Fig. 1: selected gate families
The bar under the picture is 20 um long.
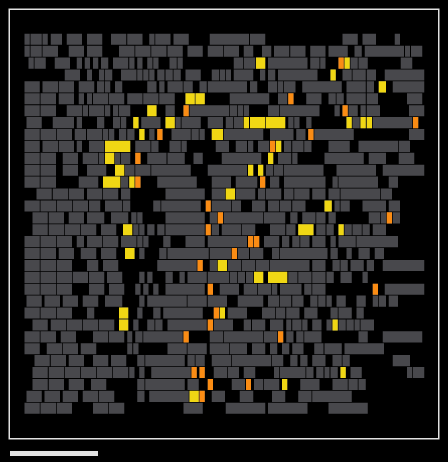
Fig. 2: metal layers overlaid
The bar under the picture is 20 um long.
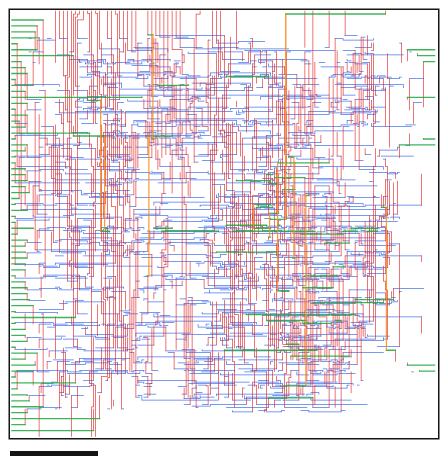
Design gold_burst_scheduler_flat, sky130hd; sources not shown.
==> flow_summary.yaml <==
# generated from flow reports
run_status:
  status: "finished, final reports clean"
global_routing:
  overflow: 0
  met3_usage_pct: 3.43
  grt_pass1_wl_um: 19500
timing:
  slew_headroom_pct: 48.5
  period_needed_ns: 2.53
  setup_viol: 0
  worst-slew-pin-transition_ns: 0.765
  finalHoldViolCount: 0
  slew_violations: 0
yosys:
  synth-xor-area-share_pct: 4.57
  ys_chip_area_um2: 4220
  yosysMostFrequentCell: "nand2_1"
  yosysWarningCount: 0
  synth-edff-count: 0
  simple_gate_share_pct: 21.2
  synthFlopType: "dfrtp_1"
  mux_share_pct: 13.1
  common_cells: "nand2_1, dfrtp_1, mux2i_1"
  synth.ff_latch_count: 53
  synth_adder_area_share_pct: 7.12
  syn_area_um2: 4220
  area_leaders: "dfrtp_1, mux2i_1, ha_1"
  yosysCellCount: 500
final_layout:
  diodes: 0
  fin_area_um2: 5860
  fill_cells: 606
  nets: 756
critical_path:
  cp_cell_sequence: "clkbuf_1 -> nor3b_2 -> clkbuf_4 -> o21a_1 -> clkdlybuf4s50_1"
  path_buffers: 3
  slowest_stage: "clkdlybuf4s50_1"
  cpLargestDelayFamily: "buffers and inverters"
  ff2ff_path_depth: 7
job:
  cap_violations: 0
  warnings: 32
clocking:
  clk_latency_ns: 0.31
  clock_tree.buffer_depth: 2
  clock_tree.root_cell: "clkbuf_8"
  cts_hold_buf: 0
  cts_buffers: 5
floorplan:
  rows: 32
  fp_util_pct: 52.9
  core-area_um2: 7970
route:
  met3WireLength_um: 696
  met2_wirelength_um: 5960
  drt-initial-drc-count: 256
  routed.top_layer: "met4"
pwr:
  p_total_w: 0.00262
  p_comb_w: 0.00101
Back to the opening pictures, Fig. 1:
colour	family	cells	most used
yellow	nor cells	42	nor2_1
orange	inv cells	30	inv_1
final std cells w/o fill: 743
Top cell excl fill/tap: clkdlybuf4s50_1
logic gate fraction of the total cell area: 45.4%

Back to the opening pictures, Fig. 2:
colour	layer	wire length
blue	M1	5330 um
green	M3	696 um
red	M2	5960 um
orange	M4	293 um
GRT Total Usage: 25.4%
final WL: 12300 um
via count: 4132

## stage by stage
step                utilization, %  hold slack (ns)  setup slack (ns)  TNS (ns)  std cells
floorplan                        -            0.450             0.290         0        506
global placement              69.0            0.468            -0.737     -6.48        721
detailed placement            69.2            0.484            -0.845     -7.82        722
CTS                           71.9            0.453          -0.00107  -0.00107        735
global route                  73.5            0.476           -0.0246   -0.0265        743
finish                        73.5            0.436             0.119         0        743
## final cells by class
type | instances | area, um^2 | share of cell area (%)
Buffer | 34 | 229 | 3.91
Clock buffer | 6 | 82.6 | 1.41
Clock inverter | 2 | 37.5 | 0.641
Inverter | 30 | 113 | 1.92
Multi-Input combinational cell | 386 | 2660 | 45.4
Sequential cell | 53 | 1330 | 22.8
Tap cell | 102 | 128 | 2.18
Timing Repair Buffer | 130 | 1270 | 21.8
Power figures rest on the tool's default switching activity, not on a simulated workload.
